## src/rtl/seq_magnitude_comparator.sv

```systemverilog
// Sequential unsigned magnitude comparator: CHUNK bits per clock, MSB first.
// Reports eq/gt/lt and chunk count with a start/busy/done handshake.
module seq_magnitude_comparator #(
    parameter int WIDTH      = 16,
    parameter int CHUNK      = 2,
    parameter int EARLY_EXIT = 1,
    localparam int NCHUNK    = WIDTH / CHUNK,
    localparam int CW        = $clog2(NCHUNK + 1)
) (
    input  logic             clk,
    input  logic             reset,
    input  logic             start,
    input  logic [WIDTH-1:0] a,
    input  logic [WIDTH-1:0] b,
    output logic             busy,
    output logic             done,
    output logic             eq,
    output logic             gt,
    output logic             lt,
    output logic [CW-1:0]    cycles
);

    typedef enum logic {
        IDLE,
        COMPARE
    } state_t;

    state_t           state_q, state_d;
    logic [WIDTH-1:0] a_q, a_d;
    logic [WIDTH-1:0] b_q, b_d;
    logic [CW-1:0]    idx_q, idx_d;
    logic             mis_q, mis_d;
    logic             rgt_q, rgt_d;
    logic             rlt_q, rlt_d;
    logic             busy_q, busy_d;
    logic             done_q, done_d;
    logic             eq_q, eq_d;
    logic             gt_q, gt_d;
    logic             lt_q, lt_d;
    logic [CW-1:0]    cycles_q, cycles_d;

    // Operands are shifted left each step, so the active chunk is always on top.
    logic [CHUNK-1:0] ca, cb;
    logic             diff, chunk_gt, chunk_lt, new_mis, last, fin;

    // Chunk compare and completion decision for the current step.
    always_comb begin
        ca       = a_q[WIDTH-1 -: CHUNK];
        cb       = b_q[WIDTH-1 -: CHUNK];
        diff     = (ca != cb);
        chunk_gt = (ca > cb);
        chunk_lt = (ca < cb);
        new_mis  = diff && !mis_q;
        last     = (idx_q == CW'(NCHUNK - 1));
        fin      = ((EARLY_EXIT != 0) && diff) || last;
    end

    // Next-state and next-output computation for the IDLE/COMPARE machine.
    always_comb begin
        state_d  = state_q;
        a_d      = a_q;
        b_d      = b_q;
        idx_d    = idx_q;
        mis_d    = mis_q;
        rgt_d    = rgt_q;
        rlt_d    = rlt_q;
        busy_d   = busy_q;
        done_d   = 1'b0;
        eq_d     = eq_q;
        gt_d     = gt_q;
        lt_d     = lt_q;
        cycles_d = cycles_q;
        case (state_q)
            IDLE: begin
                if (start) begin
                    state_d = COMPARE;
                    a_d     = a;
                    b_d     = b;
                    idx_d   = '0;
                    mis_d   = 1'b0;
                    rgt_d   = 1'b0;
                    rlt_d   = 1'b0;
                    busy_d  = 1'b1;
                end
            end
            COMPARE: begin
                if (new_mis) begin
                    mis_d = 1'b1;
                    rgt_d = chunk_gt;
                    rlt_d = chunk_lt;
                end
                if (fin) begin
                    state_d  = IDLE;
                    busy_d   = 1'b0;
                    done_d   = 1'b1;
                    cycles_d = idx_q + CW'(1);
                    eq_d     = !(mis_q || diff);
                    gt_d     = mis_q ? rgt_q : chunk_gt;
                    lt_d     = mis_q ? rlt_q : chunk_lt;
                end else begin
                    idx_d = idx_q + CW'(1);
                    a_d   = a_q << CHUNK;
                    b_d   = b_q << CHUNK;
                end
            end
            default: state_d = IDLE;
        endcase
    end

    // State and registered outputs; reset aborts any operation at once.
    always_ff @(posedge clk or posedge reset) begin
        if (reset) begin
            state_q  <= IDLE;
            a_q      <= '0;
            b_q      <= '0;
            idx_q    <= '0;
            mis_q    <= 1'b0;
            rgt_q    <= 1'b0;
            rlt_q    <= 1'b0;
            busy_q   <= 1'b0;
            done_q   <= 1'b0;
            eq_q     <= 1'b0;
            gt_q     <= 1'b0;
            lt_q     <= 1'b0;
            cycles_q <= '0;
        end else begin
            state_q  <= state_d;
            a_q      <= a_d;
            b_q      <= b_d;
            idx_q    <= idx_d;
            mis_q    <= mis_d;
            rgt_q    <= rgt_d;
            rlt_q    <= rlt_d;
            busy_q   <= busy_d;
            done_q   <= done_d;
            eq_q     <= eq_d;
            gt_q     <= gt_d;
            lt_q     <= lt_d;
            cycles_q <= cycles_d;
        end
    end

    assign busy   = busy_q;
    assign done   = done_q;
    assign eq     = eq_q;
    assign gt     = gt_q;
    assign lt     = lt_q;
    assign cycles = cycles_q;

endmodule

```

## config.mk

```make
export PLATFORM = sky130hd
export DESIGN_NAME = seq_magnitude_comparator
export DESIGN_NICKNAME = d
export VERILOG_FILES = /design/src/rtl/seq_magnitude_comparator.sv
export SDC_FILE = /design/constraint.sdc
export NUM_CORES = 1
export LEC_CHECK = 0
export ABC_AREA = 1
export CORE_MARGIN = 2
export CORE_UTILIZATION = 50
export DETAILED_ROUTE_END_ITERATION = 7
export GPL_TIMING_DRIVEN = 0
export PLACE_DENSITY = 0.88
export SYNTH_ARGS = -nofsm -noshare
export SYNTH_HDL_FRONTEND = slang
export SYNTH_SLANG_ARGS = --single-unit
```

## constraint.sdc

```tcl
create_clock -name clk -period 4.36 [get_ports clk]
set_clock_uncertainty 0.1 [all_clocks]
set_input_delay 0.872 -clock clk [delete_from_list [all_inputs] [get_ports clk]]
set_output_delay 0.872 -clock clk [all_outputs]
set_load 0.01 [all_outputs]
```

==> flow_results.xml, run 1 <==
<?xml version="1.0" encoding="UTF-8"?>
<metrics>
  <group name="status">
    <metric name="outcome" unit="">finished clean</metric>
  </group>
  <group name="logic_synthesis">
    <metric name="avgSynthCellArea" unit="µm²">7.438</metric>
    <metric name="synth_area" unit="µm²">2417</metric>
    <metric name="synthDominantAreaCellType" unit="">dfrtp_1</metric>
    <metric name="synth.top_cells.by_area" unit="">dfrtp_1, nand2_1, nand3_1, buf_6, inv_1</metric>
    <metric name="netlist-cell-type-count" unit="">18</metric>
    <metric name="post_synth_tally_of_flip_flops_with_integrated_enable" unit="">0</metric>
    <metric name="async_flop_share" unit="%">100.0</metric>
    <metric name="synth-cells-yosys" unit="">325</metric>
    <metric name="synthCells" unit="">325</metric>
  </group>
  <group name="cts">
    <metric name="cts_hold_buf" unit="">0</metric>
    <metric name="clk_pin_slew" unit="ps">80</metric>
    <metric name="tritoncts_num_sinks" unit="">49</metric>
  </group>
  <group name="final_timing">
    <metric name="worst_pin_slew" unit="ps">572.0</metric>
    <metric name="holdWs" unit="ps">381.5</metric>
    <metric name="final.setup.tns" unit="ps">0</metric>
    <metric name="setup_viol" unit="">0</metric>
    <metric name="finalCritPeriodShare" unit="%">49.97</metric>
  </group>
  <group name="global_routing">
    <metric name="grt_antenna_before_repair" unit="">0</metric>
    <metric name="grt.met1_usage" unit="%">28.34</metric>
    <metric name="global_route.overflow_total" unit="">0</metric>
    <metric name="globalRoute.busiestLayer" unit="">met2</metric>
    <metric name="grt_start_max_net_pins" unit="">26</metric>
  </group>
  <group name="drt">
    <metric name="drt_initial_violations" unit="">170</metric>
    <metric name="drtPass1Iterations" unit="">4</metric>
    <metric name="dr_total_vias" unit="">2175</metric>
    <metric name="antenna_left" unit="">0</metric>
  </group>
  <group name="critical_path">
    <metric name="worst_setup_path_end_kind" unit="">output pin</metric>
  </group>
  <group name="placement">
    <metric name="placed_area" unit="µm²">2943</metric>
    <metric name="placement.setup.worst_slack" unit="ps">2139</metric>
    <metric name="place_inst" unit="">423</metric>
  </group>
  <group name="die">
    <metric name="fp_density" unit="%">51.52</metric>
    <metric name="ioPinCount" unit="">44</metric>
  </group>
  <group name="cells_and_area">
    <metric name="finalNonFillerCells" unit="">431</metric>
    <metric name="nFillCells" unit="">413</metric>
    <metric name="final_core_utilization" unit="%">64.88</metric>
    <metric name="nNetsFinal" unit="">414</metric>
  </group>
  <group name="power_and_ir_drop">
    <metric name="total_power" unit="mW">2.069</metric>
  </group>
  <group name="min_path">
    <metric name="holdCritStartpoint" unit="">busy</metric>
    <metric name="worstHoldPathType" unit="">register to register</metric>
  </group>
  <group name="run">
    <metric name="warnings" unit="">26</metric>
  </group>
</metrics>
run 1: worst max path at each step:
| stage | from | endpoint | cells after the start |
|---|---|---|---|
| detailed placement | start | a_q[2] | 5 |
| floorplan | reset | a_q[0] | 1 |
| finish | lt | lt | 1 |
| CTS | lt | lt | 1 |
| global route | gt | gt | 1 |
| global placement | reset | b_q[7] | 2 |
run 1: state kept, by name (all words and copies together) (netlist names), 4 cells and up:
| register | count |
|---|---|
| idx_q | 4 |
| cycles | 4 |
| a_q | 16 |
| b_q | 16 |
run 1: kinds of logic (layout without fill, tap and decap cells):
group	Yosys count	count (layout)	share of synthesized area, %
AND-OR/OR-AND	6	6	1.397
XOR/XNOR	1	1	0.3624
adder cells (fa/ha/maj)	3	3	1.553
buffers and inverters	30	82	6.625
flip-flops	49	49	50.72
AND/OR/NAND/NOR	236	236	39.34
run 1: power by group:
part | switching [mW] | internal [mW]
clock network | 0.146 | 0.144
logic | 0.621 | 0.401
registers | 0.108 | 0.650
run 1: routing by layer:
metal | vias up | wire length, µm
li1 | 1110 | -
met1 | 1007 | 2368
met2 | 48 | 2458
met3 | 10 | 248
met4 | 0 | 93
met5 | - | 0
run 1: cell type report:
type / instances / area [µm²] / area share (%)
clock buffers: 7 / 96.34 / 3.165
flip-flops and latches: 49 / 1226 / 40.28
plain buffers: 17 / 111.4 / 3.658
multi-input cells: 246 / 1031 / 33.87
well taps: 54 / 67.56 / 2.219
inverters: 13 / 48.80 / 1.603
clock inverters: 1 / 5.005 / 0.1644
repair buffers: 44 / 457.9 / 15.04
run 1: layout by cell type, fill, tap and decap left out, types with 5 or more instances in the layout:
| cell type | n |
|---|---|
| inv_1 | 10 |
| dfrtp_1 | 49 |
| nand2_1 | 192 |
| clkdlybuf4s50_1 | 43 |
| clkbuf_8 | 7 |
| clkbuf_1 | 5 |
| nand3_1 | 40 |
| buf_2 | 5 |
| buf_6 | 5 |
### Supply network, run 1

The bar under the picture is 20 µm long. Pins as bars on the die edge.
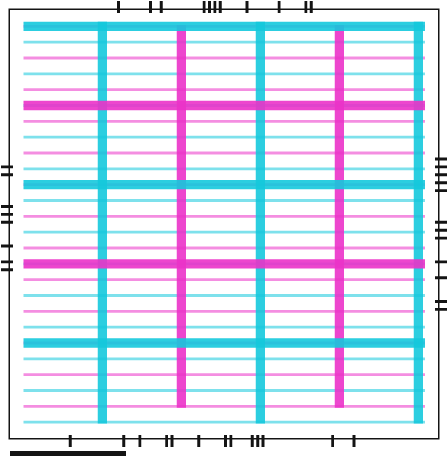
[VSS] cyan
[VDD] magenta
signal pins: 44
met4 straps: 5
met5 straps: 5
rows: 25
met1 rails: 26
worst vdd rail ir drop: 0.2822 mV
die width: 73.53 µm
Die Y: 73.53 µm

### Cells colored by class, run 1

The bar under the picture is 20 µm long.
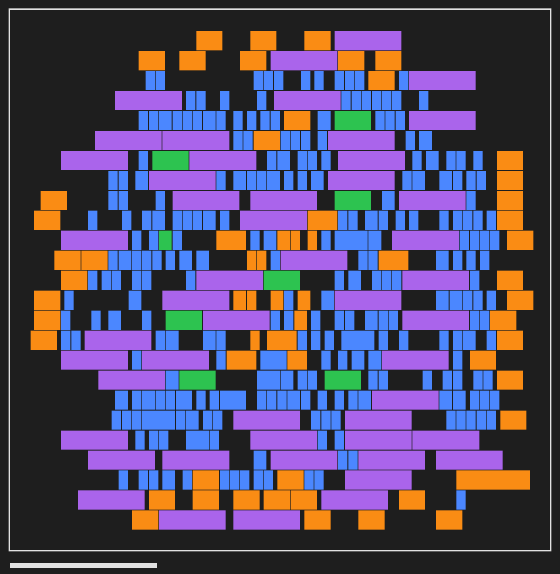
[remaining logic cells] blue | cells: 259 | share of their area: 36%
[clock drivers and dummy loads] green | cells: 8 | share of their area: 3.4%
[registers] purple | cells: 49 | share of their area: 41%
[remaining buffers and delay cells] orange | cells: 61 | share of their area: 19%

### Clock distribution, run 1

The bar under the picture is 20 µm long.
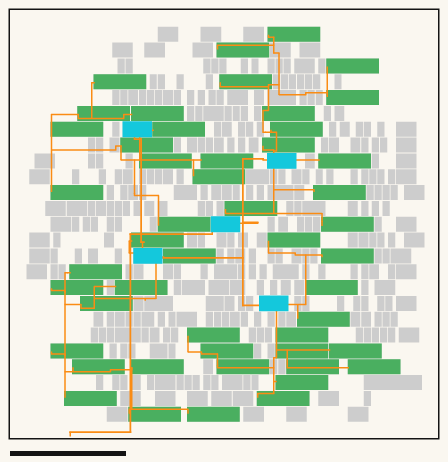
[clock-net drivers] cyan | count: 5
[flip-flops] green | count: 49
[clock wires] orange | length: 533 µm
routed clock nets: 6

### Congestion heat map, run 1

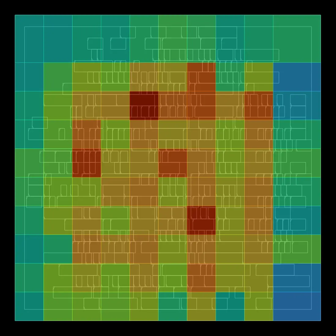

==> inputs of run 2 (changes only) <==
- CORE_UTILIZATION: 50 -> 47
- PLACE_DENSITY: 0.88 -> 0.87
- clock period: 4.36 -> 2 ns (I/O delays scaled with it)
### Congestion heat map, run 2

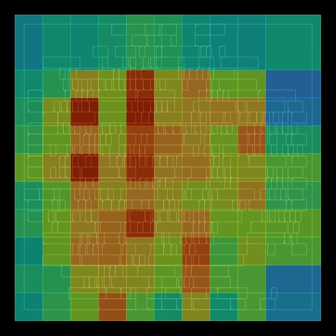
met2 demand-to-capacity share in global routing: 35.75%
met1 layer usage reported by global route: 26.68%
GR Layer Usage met3: 4.630%

### Clock distribution, run 2

The bar under the picture is 20 µm long.
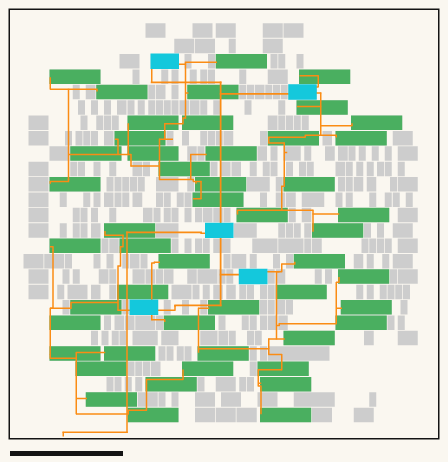
[clock-net drivers] cyan | count: 5
[clock wires] orange | length: 550 µm
[flip-flops] green | count: 49
flops lie: all over the die
routed clock nets: 6
clock power share: 15.4%
P_clk: 0.704 mW

==> flow_results.xml, run 2 <==
<?xml version="1.0" encoding="UTF-8"?>
<metrics>
  <group name="logic_synthesis">
    <metric name="synth_area" unit="µm²">2417</metric>
    <metric name="synth-cells-yosys" unit="">325</metric>
    <metric name="netlist-cell-type-count" unit="">18</metric>
    <metric name="async_flop_share" unit="%">100.0</metric>
    <metric name="synth.top_cells.by_count" unit="">nand2_1, dfrtp_1, nand3_1, inv_1</metric>
    <metric name="post_synth_tally_of_flip_flops_with_integrated_enable" unit="">0</metric>
    <metric name="synthDominantAreaCellType" unit="">dfrtp_1</metric>
    <metric name="avgSynthCellArea" unit="µm²">7.438</metric>
    <metric name="synth.top_cells.by_area" unit="">dfrtp_1, nand2_1, nand3_1, buf_6, inv_1</metric>
    <metric name="synthCells" unit="">325</metric>
    <metric name="synth.yosys.chip_area" unit="µm²">2417</metric>
  </group>
  <group name="cells_and_area">
    <metric name="layout_top_cell" unit="">nand2_1</metric>
    <metric name="largest_registers" unit="">a_q (16), b_q (16)</metric>
    <metric name="nFillCells" unit="">447</metric>
    <metric name="final_core_utilization" unit="%">60.82</metric>
    <metric name="nNetsFinal" unit="">414</metric>
  </group>
  <group name="run">
    <metric name="warnings" unit="">26</metric>
  </group>
  <group name="power_and_ir_drop">
    <metric name="power.density_cell_area" unit="nW/µm²">1491</metric>
    <metric name="power_leakage" unit="nW">1.670</metric>
    <metric name="peakVddDrop" unit="mV">0.7281</metric>
  </group>
  <group name="global_routing">
    <metric name="global_route.overflow_total" unit="">0</metric>
    <metric name="grt_start_max_net_pins" unit="">28</metric>
    <metric name="grt_antenna_before_repair" unit="">0</metric>
  </group>
  <group name="die">
    <metric name="dieHeight" unit="µm">75.72</metric>
    <metric name="ioPinCount" unit="">44</metric>
    <metric name="fp_density" unit="%">47.94</metric>
    <metric name="fp.dieW" unit="µm">75.72</metric>
  </group>
  <group name="drt">
    <metric name="dr_total_vias" unit="">2200</metric>
    <metric name="drt_initial_violations" unit="">108</metric>
    <metric name="viasPerCell" unit="">4.922</metric>
    <metric name="drc_errors" unit="">0</metric>
  </group>
  <group name="critical_path">
    <metric name="critical_path.slowest_cell" unit="">clkdlybuf4s50_1</metric>
    <metric name="worst_setup_path_end_kind" unit="">output pin</metric>
  </group>
  <group name="status">
    <metric name="outcome" unit="">finished clean</metric>
  </group>
  <group name="final_timing">
    <metric name="worst_pin_slew" unit="ps">505.7</metric>
    <metric name="setup_viol" unit="">0</metric>
    <metric name="finalCritPeriodShare" unit="%">85.84</metric>
  </group>
  <group name="cts">
    <metric name="clk_pin_slew" unit="ps">90</metric>
    <metric name="cts.repair.resized" unit="">0</metric>
    <metric name="clockRootBuffer" unit="">clkbuf_8</metric>
  </group>
</metrics>
[run 2: cell counts after synthesis]
Identical to the previous run, type by type.
[run 2: path summary, 6_finish.rpt]
path,depth (start not counted),endpoint,slack [ps],from
hold reg to reg,2,cycles[1],390,cycles[1]
hold / removal,2,a_q[2],340,reset
max in group asynchronous,3,mis_q,950,reset
min in group clk,2,cycles[1],390,cycles[1]
setup reg to reg,9,a_q[5],320,b_q[15]
setup / recovery,1,busy,280,busy
[run 2: cell type report]
| cell class | count | area (µm²) | area share, % |
|---|---|---|---|
| flip-flops and latches | 49 | 1226 | 39.98 |
| clock inverters | 2 | 38.79 | 1.265 |
| plain buffers | 17 | 111.4 | 3.631 |
| well taps | 70 | 87.58 | 2.856 |
| clock buffers | 6 | 72.57 | 2.366 |
| multi-input cells | 246 | 1031 | 33.62 |
| inverters | 13 | 48.80 | 1.591 |
| repair buffers | 44 | 450.4 | 14.69 |
[run 2: power by group]
| group | internal, mW | total [mW] | switching [mW] |
|---|---|---|---|
| sequential | 1.42 | 1.66 | 0.241 |
| combinational | 0.869 | 2.21 | 1.34 |
| clock | 0.376 | 0.704 | 0.328 |
[run 2: cell families (layout without fill, tap and decap cells)]
logic type               after synthesis  in the layout  synth area share, %
buffers and inverters                 30             82                6.625
AND/OR/NAND/NOR                      236            236                39.34
flip-flops                            49             49                50.72
adder cells (fa/ha/maj)                3              3                1.553
AND-OR/OR-AND                          6              6                1.397
XOR/XNOR                               1              1               0.3624
[run 2: through the flow]
step / cells / power, mW / setup TNS, ps / area (µm²) / setup WS (ps)
after detailed placement: 439 / 3.893 / 0 / 2955 / 260.7
after floorplan: 325 / 3.232 / 0 / 2417 / 327.2
after global placement: 438 / 3.797 / -28840 / 2935 / -590.9
final: 447 / 4.571 / 0 / 3067 / 283.3
after CTS: 447 / 4.610 / 0 / 3067 / 265.4
after global routing: 447 / 5.005 / 0 / 3067 / 175.7
[run 2: layer usage]
| layer | vias to the layer above | routed length (µm) | GRT usage, % |
|---|---|---|---|
| li1 | 1108 | - | - |
| met1 | 1041 | 2395 | 26.68 |
| met2 | 44 | 2566 | 35.75 |
| met3 | 7 | 206 | 4.630 |
| met4 | 0 | 74 | 7.797 |
| met5 | - | 0 | 0 |
Power figures rest on the tool's default switching activity, not on a simulated workload.
